File: src/rtl/fxp_addsub_sm_if.sv
// fxp_addsub_sm_if: start/busy/done operand and result bundle for fxp_addsub_sm
interface fxp_addsub_sm_if #(parameter int WIDTH = 16);
  logic start, sub, busy, done, ovf;
  logic [WIDTH-1:0] x, y, result;
  modport master(output start, sub, x, y, input busy, done, result, ovf);
  modport slave(input start, sub, x, y, output busy, done, result, ovf);
endinterface

File: src/rtl/fxp_addsub_sm.sv
// fxp_addsub_sm: sign-magnitude add/sub, 4-cycle start/busy/done, saturate or wrap on overflow
module fxp_addsub_sm #(
  parameter int WIDTH = 16,
  parameter bit SATURATE = 1
) (
  input logic clk,
  input logic rst,
  fxp_addsub_sm_if.slave bus
);
  typedef enum logic [1:0] {IDLE, CONV, ADD, SAT} state_t;
  state_t state, state_nxt;
  logic [WIDTH-1:0] xr, yr;
  logic sub_r, s_neg, ovf_c;
  logic [WIDTH:0] ca, cb, sum, s_abs;
  logic [WIDTH-2:0] o_mag;
  function automatic logic [WIDTH:0] to_tc(input logic [WIDTH-1:0] v);
    logic [WIDTH:0] m;
    m = {2'b00, v[WIDTH-2:0]};
    return v[WIDTH-1] ? -m : m;
  endfunction
  always_ff @(posedge clk)
    if (rst) state <= IDLE;
    else state <= state_nxt;
  always_comb begin
    state_nxt = state == IDLE ? (bus.start ? CONV : IDLE) :
                state == CONV ? ADD : state == ADD ? SAT : IDLE;
    s_neg = sum[WIDTH];
    s_abs = s_neg ? -sum : sum;
    ovf_c = |s_abs[WIDTH:WIDTH-1];
    o_mag = (ovf_c && SATURATE) ? '1 : s_abs[WIDTH-2:0];
  end
  assign bus.busy = state != IDLE;
  always_ff @(posedge clk)
    if (rst) begin
      xr <= '0;
      yr <= '0;
      sub_r <= 1'b0;
      ca <= '0;
      cb <= '0;
      sum <= '0;
      bus.done <= 1'b0;
      bus.result <= '0;
      bus.ovf <= 1'b0;
    end else begin
      bus.done <= state == SAT;
      if (state == IDLE && bus.start) begin
        xr <= bus.x;
        yr <= bus.y;
        sub_r <= bus.sub;
      end
      if (state == CONV) begin
        ca <= to_tc(xr);
        cb <= sub_r ? -to_tc(yr) : to_tc(yr);
      end
      if (state == ADD) sum <= ca + cb;
      // a zero magnitude always leaves with a positive sign
      if (state == SAT) begin
        bus.result <= {s_neg && |o_mag, o_mag};
        bus.ovf <= ovf_c;
      end
    end
endmodule

File: src/flat_wrapper.sv
// flat-port wrapper written by rule: the top's interface ports become plain ports
module fxp_addsub_sm_flat 
#(
  parameter int WIDTH = 16,
  parameter bit SATURATE = 1
)
  (clk, rst, bus_start, bus_sub, bus_x, bus_y, bus_busy, bus_done, bus_result, bus_ovf);
  fxp_addsub_sm_if #(.WIDTH(WIDTH)) bus_i ();
  input logic clk;
  input logic rst;
  input wire logic [$bits(bus_i.start)-1:0] bus_start;
  input wire logic [$bits(bus_i.sub)-1:0] bus_sub;
  input wire logic [$bits(bus_i.x)-1:0] bus_x;
  input wire logic [$bits(bus_i.y)-1:0] bus_y;
  output wire logic [$bits(bus_i.busy)-1:0] bus_busy;
  output wire logic [$bits(bus_i.done)-1:0] bus_done;
  output wire logic [$bits(bus_i.result)-1:0] bus_result;
  output wire logic [$bits(bus_i.ovf)-1:0] bus_ovf;
  assign bus_i.start = bus_start;
  assign bus_i.sub = bus_sub;
  assign bus_i.x = bus_x;
  assign bus_i.y = bus_y;
  assign bus_busy = bus_i.busy;
  assign bus_done = bus_i.done;
  assign bus_result = bus_i.result;
  assign bus_ovf = bus_i.ovf;
  fxp_addsub_sm #(.WIDTH(WIDTH), .SATURATE(SATURATE)) u_core (.clk(clk), .rst(rst), .bus(bus_i));
endmodule
File: config.mk
export PLATFORM = sky130hd
export DESIGN_NAME = fxp_addsub_sm_flat
export DESIGN_NICKNAME = d
export VERILOG_FILES = /design/src/rtl/fxp_addsub_sm_if.sv /design/src/rtl/fxp_addsub_sm.sv /design/src/flat_wrapper.sv
export SDC_FILE = /design/constraint.sdc
export NUM_CORES = 1
export LEC_CHECK = 0
export ABC_AREA = 1
export CAP_MARGIN = 20
export CORE_ASPECT_RATIO = 0.5
export CORE_UTILIZATION = 40
export DETAILED_ROUTE_END_ITERATION = 8
export RECOVER_POWER = 25
export SYNTH_ARGS = -nofsm -noshare
export SYNTH_HDL_FRONTEND = slang
export SYNTH_SLANG_ARGS = --single-unit
File: constraint.sdc
create_clock -name clk -period 3.88 [get_ports clk]
set_input_delay 0.97 -clock clk [delete_from_list [all_inputs] [get_ports clk]]
set_output_delay 0.97 -clock clk [all_outputs]
set_load 0.03 [all_outputs]
Met2 routing:
Drawn at 3 px/µm. Cells faint in the background.
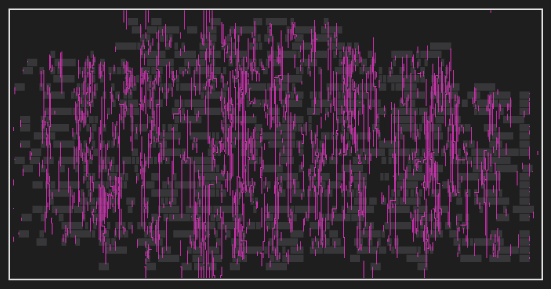
share of all routed wire: 42%
nets with wire on the layer: 710
main direction: vertical
total wirelength of the detailed-routed design: 13.9 mm
met2 routing resource usage after global routing: 30.5%
routed via count: 5426

M3 wires:
Drawn at 3 px/µm. Cells faint in the background.
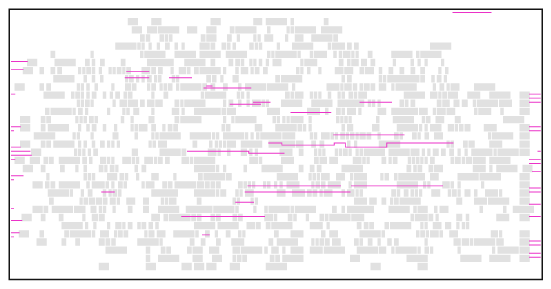
wire length on this layer: 450 µm
main direction: horizontal
nets with wire on the layer: 44
share of all routed wire: 3.2%
met3 capacity usage during global routing: 3.45%

Congestion heat map:
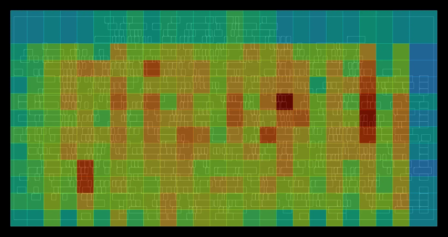
post-DR wirelength/cell: 12.4 µm
GRT Max-Usage Layer: met2
GRT Total Usage: 18.8%
GR Util met1: 26.0%
core utilization of the finished layout: 48.2%

==> results.txt <==
Implementation numbers.

- The total number of H-tree levels is 3.
- Summing all flip-flop and latch instances after layout gives 2080 µm².
- After Yosys synthesis, AND-OR and OR-AND compound gates account for between 20% and 30% of the synthesized area.
- The post-synthesis cell type with the largest combined area is sky130_fd_sc_hd__dfxtp_1.
- The launching element of the worst setup path is rst.
- The flow ran to the end, but the final reports show violations.
- The reg-to-reg startpoint reads u_core.state[1]$_SDFF_PP0_.
- The die extent in y reads 89.6 µm.
- The number of sinks driven by the clock tree is ~100.
- The maximum achievable frequency reads ~340 MHz.
- The most frequent cell after synthesis is sky130_fd_sc_hd__nand2_1.
- The clock network power reads around 0.00093 W.
- The flip-flop and latch count after synthesis reads 104.
- The uppermost layer routed reads met4.
- The remaining number of nets flagged by the antenna check after routing reads 0.
- The main combinational cell family by area after synthesis reads simple AND/OR/NAND/NOR gates.
- The dominant register cell in the synthesized netlist is sky130_fd_sc_hd__dfxtp_1.
- The number of placed I/O pins reads about 55.
- The CTS buffer count reads 9.
- The CTS root buffer reads sky130_fd_sc_hd__clkbuf_16.
- The class of the worst hold path is reg2reg.
- The final-layout worst hold slack reads about 0.48 ns.
- The commonest cells after synthesis are sky130_fd_sc_hd__nand2_1, sky130_fd_sc_hd__inv_1, sky130_fd_sc_hd__dfxtp_1, sky130_fd_sc_hd__nor2_1, sky130_fd_sc_hd__o21ai_0.
- The worst ir drop on vdd is 0.191 mV.
- The type of origin of the critical path reads an input port.
- The number of setup violations in the final report reads 0.
- At floorplan, the net count of the design was reported as about 950.
- The capture instance of the worst register-to-register path reads u_core.cb[13]$_SDFFE_PP0N_.
- The synthesized design contains 0 enable-type register cells.
- The placement report lists the number of port buffers as ~54.
- The post-route netlist has 9.59% of its cells at a drive strength greater than 1.
- In the post-route analysis, the smallest setup slack over all paths is 0.963 ns.
- The shortest clock period the worst path allows after layout is between 2 and 3 ns.
- The power share of the sequential group reads about 45%.
- The number of cells in the yosys synthesis report is around 890.
- Walking the critical path from launch to capture passes 6 cell instances.
- For reference, the top cells by area after synthesis are sky130_fd_sc_hd__dfxtp_1, sky130_fd_sc_hd__nand2_1, sky130_fd_sc_hd__inv_1.
- The worst setup path is captured at a flip-flop.
- The number of search-and-repair iterations in the first detailed-routing pass reads 5.
- The total net switching power reads approximately 0.00081 W.
- The endpoint of the worst hold-timing path is u_core.ca[16]$_SDFFE_PP0N_.
- The final antenna diode tally reported by the flow is 0.
- The final max-slew violation count recorded for this run is between 100 and 150.
- The async set-or-reset flop fraction in the synthesized netlist is 0%.
- The number of standard cells in the final layout excluding fillers is ~1.1k.
- The post-CTS setup buffer count reads 0.
- The count of max-cap constraint violations reads 2.
- The post-synthesis chip area from yosys reads just over 6000 µm².
- The routability-driven placement congestion ratio reads approximately 0.80.
- Per the layout report, the design carries approximately 1.5k filler cells.
- The overall power consumption reads roughly 0.0026 W.
- After detailed routing, the met2 layer carries between 5 and 6 mm of wire.
- Of the post-synthesis cell area, the dominant cell type holds between 30% and 40%.
- The sequential share of cell area reads 29.4%.
- The power of the sequential group is 0.00119 W.
- Setup repair after global routing left no endpoint under its margin.
- The critical path is of the in2reg type.
- The share of total power in combinational logic is 19.7%.
- The report puts the hold buffer count at CTS at 0.
- Per the synthesis report, the adder-cell share of the synthesized area is roughly 5.2%.
- The finished cells cover about 7100 µm².
- The launch instance of the worst min-delay path is u_core.ca[16]$_SDFFE_PP0N_.
- The mean post-synth cell area is between 6 and 7 µm².
- The maximum number of pins on one net before global-route repair reads approximately 65.
- The gate-level netlist out of Yosys references between 40 and 50 unique cell types.
- The clock buffer instance count of the final layout reads 10.
- The peak per-stage delay on the critical path is approximately 0.82 ns.
- The setup check on the worst reg-to-reg path leaves a slack of about 0.99 ns.
- The first-pass GRT wire length reads 23.8 mm.
- Timing analysis after detailed placement gives a worst setup slack of approximately 1.1 ns.
- Internal power comes to 0.00183 W.
- Gates resized during post-CTS repair numbered 0.
- The wire length on met1 is 7.55 mm.
- The estimated wirelength of the detail-placed design is 10.5 mm.
- The area growth from synthesis to layout is 15.5%.
- The checks that failed: max-capacitance violations, max-slew violations.
- The signal arrival time at the worst endpoint is 3.17 ns.
- The group that draws the most power in this run is sequential cells.
- The clock passes through at most 2 buffers.
- The residual DRC count reads 0.
- Of all nets on the critical path, the largest fanout is 35.
- The number of antenna violations at the first check in global routing is 0.
- The simple logic cell fraction of the synthesized area reads between 20% and 30%.
- For this run, the detailed router reports a per-instance via density of 4.82.
- The clock transition at the register clock pins on the worst setup and hold paths after CTS is 0.07 ns.
- The number of cells on the worst reg-to-reg path is 6.
- The leakage power of the design reads 3.35 nW.
- In this run, placement finished with an instance count of approximately 1.1k.
- The switching share of power is 30.7%.
- The total congestion overflow after global routing reads 0.
- Once placement finished, the instance area stood at between 6000 and 7000 µm².
- The number of cell rows is 31.
- The final layout contains a sequential cell count of 104.
-- cells in the final DEF (no fill, tap or decap), types with 3 or more instances in the layout --
cell type,count
sky130_fd_sc_hd__o21ai_0,79
sky130_fd_sc_hd__nand3_1,48
sky130_fd_sc_hd__clkbuf_16,9
sky130_fd_sc_hd__nor2_1,88
sky130_fd_sc_hd__nand2_2,20
sky130_fd_sc_hd__ha_1,24
sky130_fd_sc_hd__nand4_1,8
sky130_fd_sc_hd__o211ai_2,10
sky130_fd_sc_hd__buf_4,3
sky130_fd_sc_hd__or2_1,3
sky130_fd_sc_hd__o21ai_1,10
sky130_fd_sc_hd__clkinvlp_4,4
sky130_fd_sc_hd__o21ai_2,3
sky130_fd_sc_hd__nand3_2,4
sky130_fd_sc_hd__nor2_2,4
sky130_fd_sc_hd__nor3_1,6
sky130_fd_sc_hd__inv_2,25
sky130_fd_sc_hd__nand3b_1,3
sky130_fd_sc_hd__o21bai_1,4
sky130_fd_sc_hd__xor2_1,31
sky130_fd_sc_hd__nand2_1,160
sky130_fd_sc_hd__o221ai_1,13
sky130_fd_sc_hd__dfxtp_1,104
sky130_fd_sc_hd__a21oi_1,71
sky130_fd_sc_hd__inv_1,109
sky130_fd_sc_hd__o211ai_1,11
sky130_fd_sc_hd__clkdlybuf4s50_1,53
-- cell families (layout without fill, tap and decap cells) --
kind of cell / count (synthesis) / in the layout
simple gates: 348 / 348
compound gates: 209 / 209
buf+inv: 171 / 209
flops: 104 / 104
xor+xnor: 33 / 33
fa+ha+maj: 25 / 25
-- sequential cells by signal, summed over array words and instances, names as in the netlist --
name and flops:
u_core.cb 17, u_core.bus.ovf 1, u_core.xr 16, u_core.yr 16, u_core.sub_r 1, u_core.bus.done 1, u_core.ca 17, u_core.state 2
u_core.bus.result 16, u_core.sum 17
Power and IR drop assume default switching activity.
